**src/rtl/digital_clock_pkg.sv**
```systemverilog
// Shared definitions for the display scan logic: scan state encoding,
// default slot timing and the prescaler width helper.
package digital_clock_pkg;

    typedef enum logic [1:0] {
        SCAN_IDLE  = 2'd0,
        SCAN_BLANK = 2'd1,
        SCAN_DRIVE = 2'd2
    } scan_state_e;

    localparam int DEF_PRESCALE = 1000;
    localparam int DEF_BLANK    = 2;

    // A single-cycle slot still needs a one-bit counter.
    function automatic int cnt_width(input int prescale);
        return (prescale > 1) ? $clog2(prescale) : 1;
    endfunction

endpackage

```
**src/rtl/scan_prescaler.sv**
```systemverilog
// Slot-position counter: counts 0..PRESCALE-1 and wraps, or is held at
// zero while clr is asserted.
module scan_prescaler import digital_clock_pkg::*; #(
    parameter int PRESCALE = DEF_PRESCALE,
    localparam int CW = cnt_width(PRESCALE)
) (
    input  logic          clk,
    input  logic          rst_n,
    input  logic          clr,
    output logic [CW-1:0] cnt,
    output logic          wrap
);

    localparam logic [CW-1:0] LAST = CW'(PRESCALE - 1);

    assign wrap = (cnt == LAST);

    always_ff @(posedge clk or negedge rst_n) begin
        if (!rst_n) begin
            cnt <= '0;
        end else if (clr || wrap) begin
            cnt <= '0;
        end else begin
            cnt <= cnt + 1'b1;
        end
    end

endmodule

```
**src/rtl/scan_demux_n.sv**
```systemverilog
// Time-multiplexed active-low channel scanner: each slot blanks for BLANK
// cycles then drives one channel, auto-advancing or following a sampled select.
module scan_demux_n import digital_clock_pkg::*; #(
    parameter int NUM_CH   = 4,
    parameter int SEL_W    = $clog2(NUM_CH),
    parameter int PRESCALE = DEF_PRESCALE,
    parameter int BLANK    = DEF_BLANK
) (
    input  logic              clk,
    input  logic              rst_n,
    input  logic              en,
    input  logic              auto,
    input  logic [SEL_W-1:0]  s,
    output logic [NUM_CH-1:0] out_n,
    output logic [SEL_W-1:0]  idx,
    output logic              slot_start
);

    localparam int CW = cnt_width(PRESCALE);
    localparam logic [SEL_W-1:0] LAST_CH   = SEL_W'(NUM_CH - 1);
    localparam logic [CW-1:0]    BLANK_END = CW'((BLANK > 0) ? BLANK - 1 : 0);

    scan_state_e       state;
    scan_state_e       state_nxt;
    logic [SEL_W-1:0]  idx_nxt;
    logic              invalid;
    logic              invalid_nxt;
    logic              entry;
    logic              sel_ok;
    logic              clr;
    logic [CW-1:0]     cnt;
    logic [CW-1:0]     cnt_nxt;
    logic              wrap;
    logic [NUM_CH-1:0] out_d;
    logic              slot_d;

    // The counter is parked at zero in IDLE and on the edge that enters IDLE.
    assign clr     = !en || (state == SCAN_IDLE);
    assign cnt_nxt = (clr || wrap) ? '0 : cnt + 1'b1;
    assign sel_ok  = ({1'b0, s} <= {1'b0, LAST_CH});

    scan_prescaler #(
        .PRESCALE (PRESCALE)
    ) u_prescaler (
        .clk   (clk),
        .rst_n (rst_n),
        .clr   (clr),
        .cnt   (cnt),
        .wrap  (wrap)
    );

    // State register; the outputs are flopped alongside it from next-state values
    // so they line up cycle-for-cycle with the state they describe.
    always_ff @(posedge clk or negedge rst_n) begin
        if (!rst_n) begin
            state      <= SCAN_IDLE;
            idx        <= '0;
            invalid    <= 1'b0;
            out_n      <= '1;
            slot_start <= 1'b0;
        end else begin
            state      <= state_nxt;
            idx        <= idx_nxt;
            invalid    <= invalid_nxt;
            out_n      <= out_d;
            slot_start <= slot_d;
        end
    end

    always_comb begin
        state_nxt   = state;
        idx_nxt     = idx;
        invalid_nxt = invalid;
        entry       = 1'b0;
        if (!en) begin
            state_nxt = SCAN_IDLE;
        end else begin
            case (state)
                SCAN_IDLE:  entry = 1'b1;
                SCAN_BLANK: if (cnt == BLANK_END) state_nxt = SCAN_DRIVE;
                SCAN_DRIVE: if (wrap) entry = 1'b1;
                default:    state_nxt = SCAN_IDLE;
            endcase
        end
        // Slot entry is the only point where auto and s are sampled.
        if (entry) begin
            state_nxt = (BLANK > 0) ? SCAN_BLANK : SCAN_DRIVE;
            if (auto) begin
                invalid_nxt = 1'b0;
                if (state == SCAN_DRIVE) begin
                    idx_nxt = (idx == LAST_CH) ? '0 : idx + 1'b1;
                end
            end else if (sel_ok) begin
                invalid_nxt = 1'b0;
                idx_nxt     = s;
            end else begin
                invalid_nxt = 1'b1;
            end
        end
    end

    always_comb begin
        out_d  = '1;
        slot_d = (state_nxt != SCAN_IDLE) && (cnt_nxt == '0);
        for (int i = 0; i < NUM_CH; i++) begin
            out_d[i] = !((state_nxt == SCAN_DRIVE) && !invalid_nxt &&
                         (idx_nxt == SEL_W'(i)));
        end
    end

endmodule

```
**config.mk**
```make
export PLATFORM = sky130hd
export DESIGN_NAME = scan_demux_n
export DESIGN_NICKNAME = d
export VERILOG_FILES = /design/src/rtl/digital_clock_pkg.sv /design/src/rtl/scan_prescaler.sv /design/src/rtl/scan_demux_n.sv
export SDC_FILE = /design/constraint.sdc
export NUM_CORES = 1
export LEC_CHECK = 0
export CORE_ASPECT_RATIO = 0.9
export CORE_MARGIN = 8
export CORE_UTILIZATION = 25
export DETAILED_ROUTE_END_ITERATION = 6
export PLACE_DENSITY_LB_ADDON = 0.08
export SYNTH_ARGS = -nofsm -noshare
export SYNTH_HDL_FRONTEND = slang
export SYNTH_SLANG_ARGS = --single-unit
```
**constraint.sdc**
```tcl
create_clock -name clk -period 3.5 [get_ports clk]
set_input_delay 0.525 -clock clk [delete_from_list [all_inputs] [get_ports clk]]
set_output_delay 0.525 -clock clk [all_outputs]
set_load 0.1 [all_outputs]
```
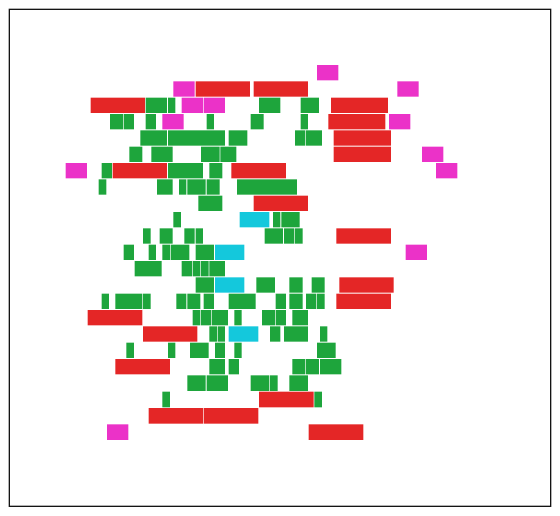
Fig. 1. Cell classes on the final placement.
class	color	cells	share of their area
flip-flops	red	20	38%
clock drivers and dummy loads	cyan	4	4.1%
all other logic	green	94	49%
other buffers and delay cells	magenta	12	9.0%

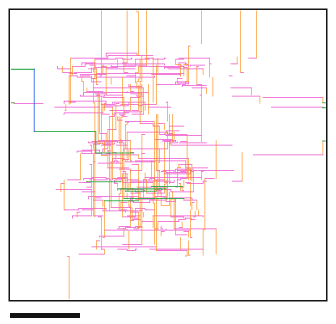
Fig. 2. Wiring by layer.
Bar = 20 um.
layer	color	wire length
met4	blue	17.7 um
met2	orange	1190 um
met1	magenta	1340 um
met3	green	111 um

==> reports/summary.txt <==
Synth Register Bits - 20
Worst path required time - 2.97 ns
Reg-to-Reg End - out_n[3]$_DFF_PN1_
Hold Buf Count CTS - 0
Net Sw Power - 339 uW
Post-DR vias/cell - 4.62
Post-synth EDFFs - 0
Pre-antenna DRT Iters - 4
Root buffer cell - clkbuf_8
Top Layout Cells - dfrtp_1, nor2_1, clkdlybuf4s50_1
Top-count cell post-synth - dfrtp_1
Yosys chip area - 1230 um2
Clk_skew - 0.00568 ns
Min Tclk post-route - 2.43 ns
First-pass GRT wire length - 4640 um
Crit path DAT - 1.91 ns
Cell type with the largest total area - dfrtp_1
Max-area cell share - 32.6%
Compound-Gate Fraction of Synth Area - 16.1%
VDD IR max - 0.236 mV
Outcome - finished, final reports clean
Inst Count DP - 191
Fin crit share - 69.4%
Crit path max-delay family - buffers and inverters
Post-Layout Cell Count - 195
Gr usage total - 7.61%
Overflow after GRT - 0
Fin. max-slew vios - 0
R2R Setup Slk - 1.34 ns
Warnings, synthesis - 0
Maxcap violations - 0
Asr flop ratio synth - 100%
Final nets - 140
Final setup vio count - 0
Crit path depth - 1
Routability cong. - 0.721
# rows - 24
Post-Synth Adder-Cell Area - 3.05%
Pwr Density - 561 nW/um2
# fillers - 525
P_leak - 0.529 nW
XOR-XNOR Cells, Area Fraction - 4.99%
RSZ-0062 raised after global routing - false
DRC viols - 0
Post-Route Setup TNS - 0 ns
CP startpoint - out_n[0]$_DFF_PN1_
Final WS setup - 1.07 ns
Number of cells in Yosys stat - 120
Input/output buffers - 12
Clock sink count - 20
Worst setup SP type - flop
Via count - 900
Fmax - 412 MHz
Post-synthesis cell type count - 46
Slew margin rel. - 34.2%
Max stage delay on crit path - 1.13 ns
Most used DFF post-synth - dfrtp_1
IO Count - 13
Setup Crit Path Kind - flop to primary output
Detail Placement HPWL - 2020 um
Post-Syn Instances - 120
Crit path capture - out_n[0]
Clock network power share - 22.7%
Post-synthesis mux area share - 1.63%
Count of tool warnings - 27
Largest net degree at the start of global routing - 21
Area grow syn2layout - 14.8%
Vias in the first global route - 889
Clk latency late pin - 0.26 ns
Pre-CTS setup slack - 1.13 ns
PostCTS Resize Cnt - 0
Full die area - 7420 um2
Fin Hold WS - 0.537 ns
Cell internal pwr - 452 uW
Mapped Area - 1230 um2
Top cells by count - dfrtp_1, nor2_1, nand2_1
Core box area - 4800 um2
Seq pwr share - 37.9%
[power groups by stage]
stage	Combinational [mW]	Sequential, mW	Clock [mW]
global route	0.337	0.306	0.196
finish	0.312	0.300	0.179
floorplan	0.106	0.426	0
detailed placement	0.314	0.304	0
CTS	0.315	0.300	0.183
global placement	0.318	0.304	0
[layer usage]
layer | wire length (um) | GRT usage (%) | vias to the layer above
met1 | 1340 | 10.8 | 433
met2 | 1190 | 11.6 | 18
met5 | 0 | 0 | -
li1 | - | - | 447
met4 | 17 | 1.99 | 0
met3 | 111 | 1.36 | 2
[worst min-delay path by stage]
stage,depth (start not counted),end,startpoint
4_1_cts,1,out_n[1]$_DFF_PN1_,invalid$_DFF_PN0_
6_report,1,out_n[1]$_DFF_PN1_,invalid$_DFF_PN0_
3_5_place_dp,1,out_n[1]$_DFF_PN1_,invalid$_DFF_PN0_
3_3_place_gp,1,out_n[3]$_DFF_PN1_,invalid$_DFF_PN0_
2_1_floorplan,0,idx[0]$_DFF_PN0_,rst_n
5_1_grt,1,out_n[3]$_DFF_PN1_,invalid$_DFF_PN0_
[layout make-up]
class | count | area [um2] | area share [%]
multi-input cells | 88 | 626 | 44.4
flip-flops and latches | 20 | 505 | 35.8
repair buffers | 12 | 120 | 8.52
well taps | 65 | 81.3 | 5.77
clock buffers | 4 | 55.1 | 3.90
inverters | 6 | 22.5 | 1.60
[sequential cells by signal, indices dropped and copies added (netlist names)]
signal / flops
state: 2
slot_start: 1
out_n: 4
idx: 2
u_prescaler.cnt: 10
invalid: 1
[metrics by stage]
stage          util (%)  area, um2  total power [mW]
2_1_floorplan         -       1230             0.533
3_3_place_gp       28.2       1360             0.622
3_5_place_dp       28.2       1360             0.618
4_1_cts            29.3       1410             0.799
5_1_grt            29.3       1410             0.838
6_report           29.3       1410             0.791
Power figures rest on the tool's default switching activity, not on a simulated workload.
